File: src/rtl/crc16_tx.sv
// crc16_tx: bit-serial CRC-16 appender; emits the payload, then M(x)*x^16 mod P MSB-first.
// Optional CRC16_TX_ERR_INJECT_EN adds crc_corrupt, which inverts the frame's final CRC bit.
module crc16_tx #(
   parameter logic [15:0] POLYNOMIAL = 16'h1021
) (
   input  logic clk,
   input  logic reset,
   input  logic in_valid,
   input  logic in_data,
   input  logic in_last,
   output logic in_ready,
`ifdef CRC16_TX_ERR_INJECT_EN
   input  logic crc_corrupt,
`endif
   output logic out_valid,
   output logic out_data,
   output logic out_last,
   input  logic out_ready,
   output logic busy
);
   typedef enum logic {DATA, CRC} state_t;
   state_t      state_q, state_d;
   logic [15:0] crc_q, crc_d;
   logic [3:0]  cnt_q, cnt_d;
   logic        out_data_q, out_data_d, out_valid_q, out_valid_d, out_last_q, out_last_d;
   logic        adv, acc_in, fb, flip;
   assign adv       = !out_valid_q || out_ready;
   assign in_ready  = (state_q == DATA) && adv;
   assign acc_in    = in_valid && in_ready;
   assign fb        = in_data ^ crc_q[15];
   assign out_valid = out_valid_q;
   assign out_data  = out_data_q;
   assign out_last  = out_last_q;
   assign busy      = state_q == CRC;
`ifdef CRC16_TX_ERR_INJECT_EN
   logic corrupt_q;
   assign flip = corrupt_q;
   always_ff @(posedge clk)
      if (reset) corrupt_q <= 1'b0;
      else if (acc_in && in_last) corrupt_q <= crc_corrupt;
`else
   assign flip = 1'b0;
`endif
   always_comb begin
      state_d     = state_q;
      crc_d       = crc_q;
      cnt_d       = cnt_q;
      out_data_d  = out_data_q;
      out_last_d  = out_last_q;
      out_valid_d = out_valid_q && !out_ready;
      if (acc_in) begin
         out_data_d  = in_data;
         out_valid_d = 1'b1;
         out_last_d  = 1'b0;
         crc_d       = (crc_q << 1) ^ (fb ? POLYNOMIAL : 16'h0000);
         state_d     = in_last ? CRC : DATA;
         cnt_d       = in_last ? 4'd0 : cnt_q;
      end else if (state_q == CRC && adv) begin
         // Shifting out all 16 bits leaves crc_q at zero for the next frame.
         out_data_d  = crc_q[15] ^ (flip && cnt_q == 4'd15);
         out_valid_d = 1'b1;
         out_last_d  = cnt_q == 4'd15;
         crc_d       = crc_q << 1;
         cnt_d       = cnt_q + 4'd1;
         state_d     = cnt_q == 4'd15 ? DATA : CRC;
      end
   end
   always_ff @(posedge clk) begin
      if (reset) begin
         state_q     <= DATA;
         crc_q       <= '0;
         cnt_q       <= '0;
         out_data_q  <= 1'b0;
         out_valid_q <= 1'b0;
         out_last_q  <= 1'b0;
      end else begin
         state_q     <= state_d;
         crc_q       <= crc_d;
         cnt_q       <= cnt_d;
         out_data_q  <= out_data_d;
         out_valid_q <= out_valid_d;
         out_last_q  <= out_last_d;
      end
   end
endmodule

File: config.mk
export PLATFORM = sky130hd
export DESIGN_NAME = crc16_tx
export DESIGN_NICKNAME = d
export VERILOG_FILES = /design/src/rtl/crc16_tx.sv
export SDC_FILE = /design/constraint.sdc
export NUM_CORES = 1
export LEC_CHECK = 0
export CAP_MARGIN = 10
export CORE_MARGIN = 2
export CORE_UTILIZATION = 40
export DETAILED_ROUTE_END_ITERATION = 8
export PLACE_DENSITY_LB_ADDON = 0.05
export SLEW_MARGIN = 20
export SYNTH_ARGS = -nofsm -noshare
export SYNTH_HDL_FRONTEND = slang
export SYNTH_SLANG_ARGS = --single-unit
File: constraint.sdc
create_clock -name clk -period 1.7 [get_ports clk]
set_clock_uncertainty 0.2 [all_clocks]
set_input_delay 0.425 -clock clk [delete_from_list [all_inputs] [get_ports clk]]
set_output_delay 0.425 -clock clk [all_outputs]
set_load 0.02 [all_outputs]
**Routed metal, one colour a layer**

Scale bar: 20 um.
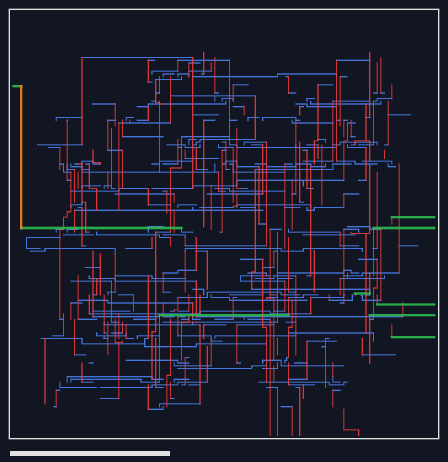
| layer | colour | wire length |
|---|---|---|
| metal 2 | red | 914 um |
| metal 1 | blue | 1070 um |
| metal 3 | green | 72.2 um |
| metal 4 | orange | 17.7 um |

**Cells by drive strength**

Scale bar: 20 um.
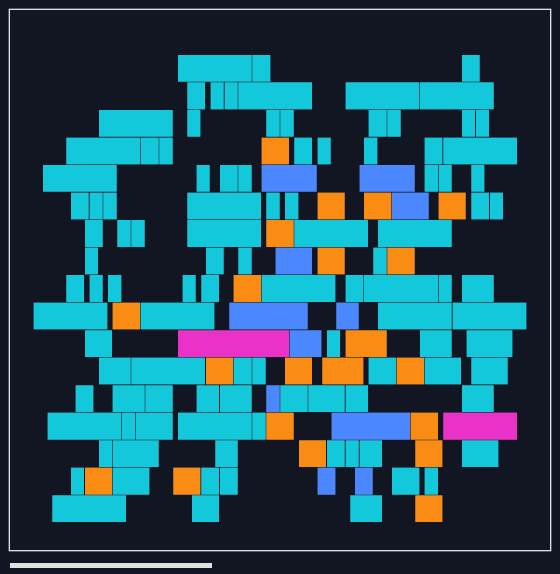
| size | colour | cells | share |
|---|---|---|---|
| _3 and _4 cells | orange | 21 | 15% |
| _0 and _1 cells | cyan | 105 | 76% |
| _6 and larger | magenta | 2 | 1.4% |
| _2 cells | blue | 11 | 7.9% |

==> notes.md <==
Purpose: to document the outcome of synthesis and place and route.

Status
The flow ran to the end, and the final reports show no timing, DRC or antenna violations.

Routing
The violation tally recorded at the end of detailed-routing iteration 0 is 5. The met2 layer wire length in the routed design is 913 um. The count of unresolved DRC violations after routing is 0.

The pre-antenna-repair detailed-routing pass consisted of 4 iterations. The uppermost metal layer occupied by signal nets is met4.

Final timing
The last timing report of the flow puts the setup violation total at 0. Dividing the final minimum period by the clock period gives 0.984.

Critical path
The timing endpoint of the critical path is in_ready. The critical path starts at out_ready. The timing report gives the worst reg2reg path a setup slack of 0.11 ns.

Clock tree
Clock tree synthesis inserted a total of 3 buffers. Buffers added to address setup during post-CTS repair amount to 2. The count of cells resized by post-cts repair is 13.

Global routing
Entering global routing, the biggest net connects 25 pins. The global-route met1 utilization is 0.220. The met3 demand-to-capacity share in global routing is 0.0339.

The global router reports that the layer with the highest usage is met2.

Min path
For the worst min-delay path, the startpoint reported by OpenROAD is in_data. The worst-case hold path end point is out_data.

Power
The worst VDD IR drop from the latest analysis is 712 uV. Summed over all sequential cells, the power is 594 uW. The power density of the placed cells is 932 mW/mm2.

Cells and area
The count of buffers not belonging to the clock network in the layout is 26. The register name with the most flops is crc_q. There are 24 flip-flops and latches. The cell group occupying the most layout area is sequential cells. The clock buffer count is 3.

Place
The final estimated routing congestion in global placement is 0.758.

Floorplanning
The share of the core area taken by cells at floorplan is 0.432.

Synthesis
The post-synthesis xor/xnor area fraction is 0.00899. The number of instances in the synthesized netlist is 113. The distinct cell type count after synthesis is 31. The cell area after synthesis is 975 um2. Of the total synthesized cell area, the portion taken by full adders, half adders and majority gates is 0.0128. The yosys cell count is 113. For this run, the number of Yosys warnings is 0.
No activity file was given, so power comes from the tool's default toggle rates.
